<file path="src/rtl/serial_sub_pkg.sv">
// Shared constants and state encoding for the chunk-serial subtractor serial_sub32.
package serial_sub_pkg;

    localparam int DEF_WIDTH = 32;
    localparam int DEF_CHUNK = 4;
    localparam int N_CHUNKS  = DEF_WIDTH / DEF_CHUNK;
    localparam int CNT_W     = (N_CHUNKS > 1) ? $clog2(N_CHUNKS) : 1;

    typedef enum logic [0:0] {
        IDLE = 1'b0,
        RUN  = 1'b1
    } state_t;

endpackage

</file>
<file path="src/rtl/serial_sub32_chunk_sub.sv">
// Combinational CHUNK-bit subtract slice: d = a - b - bin, built as a + ~b + ~bin.
module chunk_sub #(
    parameter int CHUNK = 4
) (
    input  logic [CHUNK-1:0] a,
    input  logic [CHUNK-1:0] b,
    input  logic             bin,
    output logic [CHUNK-1:0] d,
    output logic             bout
);

    logic [CHUNK:0] carry;

    // Carry-in of the inverted-subtrahend add is the complement of the borrow-in.
    assign carry[0] = ~bin;

    genvar gi;
    generate
        for (gi = 0; gi < CHUNK; gi++) begin : g_bit
            logic nb;
            assign nb            = ~b[gi];
            assign d[gi]         = a[gi] ^ nb ^ carry[gi];
            assign carry[gi + 1] = (a[gi] & nb) | (carry[gi] & (a[gi] ^ nb));
        end
    endgenerate

    assign bout = ~carry[CHUNK];

endmodule

</file>
<file path="src/rtl/serial_sub32.sv">
// Chunk-serial subtractor: D = A1 - A2 - bin over WIDTH/CHUNK clocks with start/busy/done.
// Optional signed-overflow output V is enabled by defining SERIAL_SUB_OVF_EN.
module serial_sub32
    import serial_sub_pkg::*;
#(
    parameter int WIDTH = DEF_WIDTH,
    parameter int CHUNK = DEF_CHUNK
) (
    input  logic             clk,
    input  logic             rst,
    input  logic             start,
    input  logic [WIDTH-1:0] A1,
    input  logic [WIDTH-1:0] A2,
    input  logic             bin,
    output logic             busy,
    output logic             done,
    output logic [WIDTH-1:0] D,
    output logic             B
`ifdef SERIAL_SUB_OVF_EN
    ,
    output logic             V
`endif
);

    localparam int NC = WIDTH / CHUNK;
    localparam int CW = (NC > 1) ? $clog2(NC) : 1;

    state_t           state_reg;
    logic [CW-1:0]    cnt_reg;
    logic [WIDTH-1:0] a_reg;
    logic [WIDTH-1:0] b_reg;
    logic [WIDTH-1:0] res_reg;
    logic             borrow_reg;
    logic             busy_reg;
    logic             done_reg;
    logic [WIDTH-1:0] d_reg;
    logic             b_out_reg;

    logic [CHUNK-1:0] slice_d;
    logic             slice_bout;
    logic [WIDTH-1:0] res_next;
    logic             last_slice;

    // Operands shift right so the active slice is always the low CHUNK bits.
    chunk_sub #(.CHUNK(CHUNK)) u_slice (
        .a    (a_reg[CHUNK-1:0]),
        .b    (b_reg[CHUNK-1:0]),
        .bin  (borrow_reg),
        .d    (slice_d),
        .bout (slice_bout)
    );

    // Result fills from the top; after NC shifts slice 0 has reached bit 0.
    assign res_next   = {slice_d, res_reg[WIDTH-1:CHUNK]};
    assign last_slice = (cnt_reg == CW'(NC - 1));

`ifdef SERIAL_SUB_OVF_EN
    logic a_sign_reg;
    logic b_sign_reg;
    logic v_reg;

    always_ff @(posedge clk) begin
        if (rst) begin
            a_sign_reg <= 1'b0;
            b_sign_reg <= 1'b0;
            v_reg      <= 1'b0;
        end else if (state_reg == IDLE && start) begin
            a_sign_reg <= A1[WIDTH-1];
            b_sign_reg <= A2[WIDTH-1];
        end else if (state_reg == RUN && last_slice) begin
            v_reg <= (a_sign_reg ^ b_sign_reg) & (res_next[WIDTH-1] ^ a_sign_reg);
        end
    end

    assign V = v_reg;
`endif

    always_ff @(posedge clk) begin
        if (rst) begin
            state_reg  <= IDLE;
            cnt_reg    <= '0;
            a_reg      <= '0;
            b_reg      <= '0;
            res_reg    <= '0;
            borrow_reg <= 1'b0;
            busy_reg   <= 1'b0;
            done_reg   <= 1'b0;
            d_reg      <= '0;
            b_out_reg  <= 1'b0;
        end else begin
            done_reg <= 1'b0;
            case (state_reg)
                IDLE: begin
                    if (start) begin
                        a_reg      <= A1;
                        b_reg      <= A2;
                        borrow_reg <= bin;
                        cnt_reg    <= '0;
                        busy_reg   <= 1'b1;
                        state_reg  <= RUN;
                    end
                end
                RUN: begin
                    a_reg      <= a_reg >> CHUNK;
                    b_reg      <= b_reg >> CHUNK;
                    res_reg    <= res_next;
                    borrow_reg <= slice_bout;
                    cnt_reg    <= cnt_reg + 1'b1;
                    if (last_slice) begin
                        d_reg     <= res_next;
                        b_out_reg <= slice_bout;
                        done_reg  <= 1'b1;
                        busy_reg  <= 1'b0;
                        state_reg <= IDLE;
                    end
                end
                default: state_reg <= IDLE;
            endcase
        end
    end

    assign busy = busy_reg;
    assign done = done_reg;
    assign D    = d_reg;
    assign B    = b_out_reg;

endmodule
</file>
<file path="config.mk">
export PLATFORM = sky130hd
export DESIGN_NAME = serial_sub32
export DESIGN_NICKNAME = d
export VERILOG_FILES = /design/src/rtl/serial_sub_pkg.sv /design/src/rtl/serial_sub32_chunk_sub.sv /design/src/rtl/serial_sub32.sv
export SDC_FILE = /design/constraint.sdc
export NUM_CORES = 1
export LEC_CHECK = 0
export CAP_MARGIN = 30
export CORE_AREA = 2 2 104 106
export CTS_BUF_LIST = sky130_fd_sc_hd__clkbuf_16
export DETAILED_ROUTE_END_ITERATION = 16
export DIE_AREA = 0 0 106 108
export PLACE_DENSITY = 0.92
export SETUP_SLACK_MARGIN = 0.15
export SYNTH_ARGS = -nofsm -noshare
export SYNTH_HDL_FRONTEND = slang
export SYNTH_SLANG_ARGS = --single-unit
export TNS_END_PERCENT = 100
</file>
<file path="constraint.sdc">
create_clock -name clk -period 5.2 [get_ports clk]
set_clock_uncertainty 0.1 [all_clocks]
set_input_delay 1.56 -clock clk [delete_from_list [all_inputs] [get_ports clk]]
set_output_delay 1.56 -clock clk [all_outputs]
set_load 0.1 [all_outputs]
</file>
==> images/placement.png <==
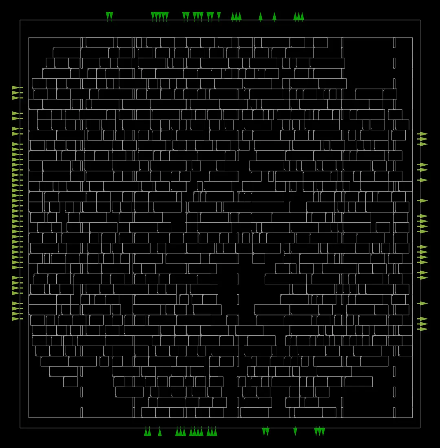
Site Rows: 37
Final Util: 0.6999

==> images/io_placement.png <==
Pins as bars across the die edge, other pins in grey.
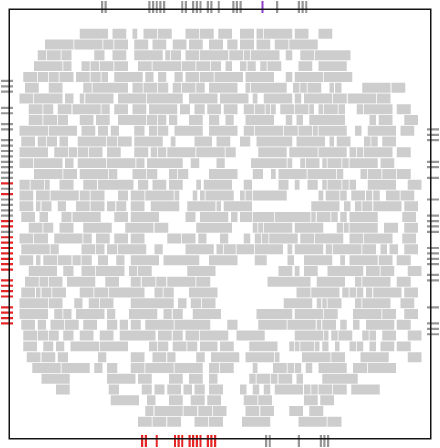
done -> purple  # pins 1, direction output, edge top
A2 -> red  # pins 32, direction input, edge 19 left, 13 bottom
all pins by edge = 40 left, 23 top, 21 right, 19 bottom

==> images/clk_routes.png <==
Scale bar: 20 um.
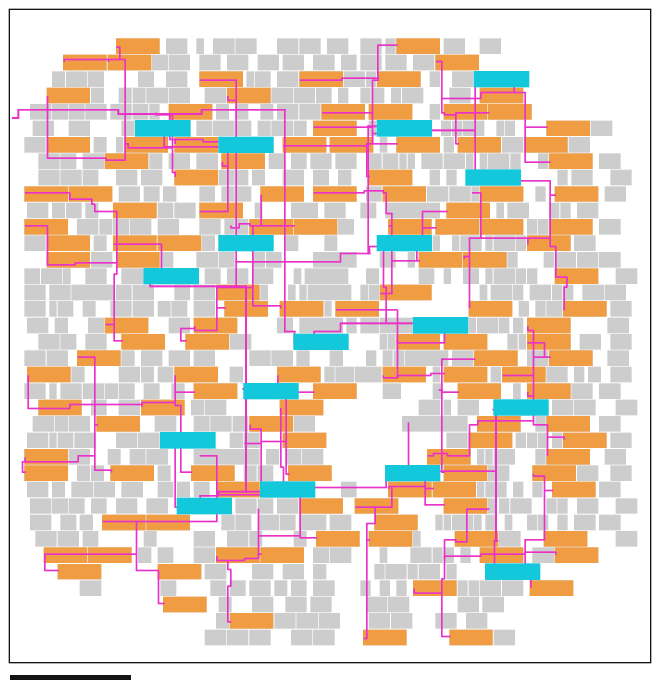
clock drivers -> cyan  # count 17
clock wires -> magenta  # length 1500 um
flip-flops -> orange  # count 132
flops lie = widely spread
routed clock nets = 18

==> images/wires.png <==
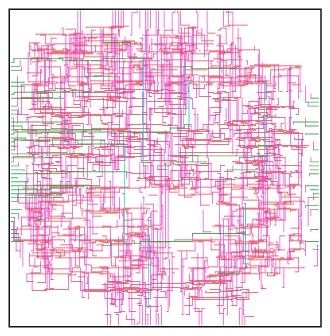
metal 3 -> green  # wire length 730 um
metal 1 -> red  # wire length 5180 um
metal 4 -> cyan  # wire length 189 um
metal 2 -> magenta  # wire length 6020 um

## per-layer routing
layer  part of all wire  global-route usage
met3              0.060             0.08077
met2               0.50              0.3760
met1               0.43              0.2460
met5                  0                   0
met4              0.016             0.07895
## power groups by stage
stage	clock (mW)	combinational [mW]	sequential [mW]
after detailed placement	0	0.243	1.12
after global placement	0	0.233	1.12
after CTS	1.15	0.245	1.10
after global routing	1.20	0.265	1.11
final	1.13	0.245	1.10
after floorplan	0	0.175	1.11
## worst reg2reg max path, stage by stage (launching register included)
cell	delay, ns
dfxtp_1	0.35
inv_1	0.07
fa_1	0.43
fa_1	0.39
fa_1	0.39
fa_1	0.50
a211oi_1	0.24
## layout by cell type (no fill, tap or decap), drive strengths merged
cell type      netlist  routed
a211oi              65      65
a21bo               29      29
a21oi               37      37
and2                 1       1
buf                 32       6
bufinv               0       2
clkbuf              23      18
clkdlybuf4s50        0     100
clkinv               0       6
clkinvlp             0       3
dfxtp              132     132
fa                   4       4
ha                   2       2
inv                  5       6
mux2i               89      89
nand2                2       2
nand2b               2       2
nand3               29      29
nor2                37      37
nor2b               58      58
nor3                 1       1
o21bai               1       1
or2                  1       1
or3b                 3       3
## logic make-up after synthesis
family | Yosys count | synth area share
fa+ha+maj | 6 | 0.01858
compound gates | 132 | 0.1735
buf+inv | 60 | 0.05752
mux | 89 | 0.1575
flops | 132 | 0.4673
simple gates | 134 | 0.1257
## per-stage QoR
stage / total power [mW] / hold slack [ns]
2_1_floorplan: 1.284 / 0.3561
3_3_place_gp: 1.355 / 0.3742
3_5_place_dp: 1.367 / 0.3843
4_1_cts: 2.497 / 0.3897
5_1_grt: 2.573 / 0.4129
6_report: 2.480 / 0.3908
## path summary, 6_finish.rpt
check / from / end / slack, ns / depth (start not counted)
max: busy$_SDFFE_PP0P_ / busy / 1.63 / 1
min: res_reg[4]$_SDFFE_PP0P_ / D[0]$_SDFFE_PP0P_ / 0.39 / 2
max reg2reg: a_reg[0]$_SDFFE_PP0P_ / res_reg[31]$_SDFFE_PP0P_ / 2.64 / 6
min reg2reg: res_reg[4]$_SDFFE_PP0P_ / D[0]$_SDFFE_PP0P_ / 0.39 / 2
## area by class of cell
| type | instances | area [um2] | area share |
|---|---|---|---|
| flip-flops and latches | 132 | 2646 | 0.3696 |
| clock inverters | 12 | 113.9 | 0.01590 |
| well taps | 136 | 170.2 | 0.02376 |
| repair buffers | 106 | 1071 | 0.1496 |
| inverters | 5 | 18.77 | 0.002621 |
| clock buffers | 18 | 450.4 | 0.06290 |
| multi-input cells | 361 | 2690 | 0.3757 |
==> out/metrics.csv <==
metric,value,unit
dr_total_vias,4214,
synth-edff-count,0,
syn_nets,627,
slew_violations,0,
area_growth,26.62,%
synth_area,5655,um2
clkSlewWorstSetupHoldPaths,0.05,ns
portBuffers,102,
tns,0,ns
crit_slowest_cell,clkdlybuf4s50_1,
num_io_pins,103,
grt_pass1_vias,4126,
ys_seq_share,0.4673,
initCoreUtil,0.5528,
grt_pass1_wl,19.56,mm
design_area,7161,um2
p_leak,2.782,nW
top_cells_by_area,"dfxtp_1 47%, mux2i_1 16%, a211oi_1 8.4%, nor2b_1 6.4%, a21bo_2 5.1%",
synth-async-reset-ratio,0,
tightest_slew,1.017,ns
core,10230,um2
syn_inst,553,
status,"complete, no violations",
cellPowerDensity,346.3,nW/um2
layout-drive-gt1-share,0.1073,
period_minus_slack,3.571,ns
cp_top_family,buffers and inverters,
synth.largest_area_cell,dfxtp_1,
setup_ws,1.629,ns
clk_latency,0.41,ns
clockPowerShare,0.456,
ctsHoldBuffers,0,
synth.ff_latch_count,132,
cp.required,3.54,ns
dieWidth,106,um
path_max_fanout,3,
critPathBufInv,1,
dp_slack,2.056,ns
tool_warnings,26,
top_cells_by_count,"132 x dfxtp_1, 89 x mux2i_1, 63 x a211oi_1, 58 x nor2b_1",
dpl.cell_count,740,
grt_max_degree,89,
switching_power,0.5716,mW
clockBufferDepth,2,
cts-root-buf,clkbuf_16,
die_h,108,um
place.gp.congestion,0.7488,
crit_arrival,1.91,ns
hpwl,7.763,mm
hold_path_class,flop to flop,
drt_wl_total,12.11,mm
timing.fmax,0.2801,GHz
yosysTopAreaCellShare,0.4673,
cts_tree,done,
ys_area,5655,um2
p_int,1.908,mW
p_comb_frac,0.099,
drc,0,
slew_headroom,0.3211,
flop_cell,dfxtp_1,
p_seq_frac,0.445,
synth.avg_cell_area,10.23,um2
worstSetupPathType,flop to output port,
ys_types,24,
hold_viol_final,0,
fillCellCount,780,
Power is estimated from default activity; no workload was simulated.
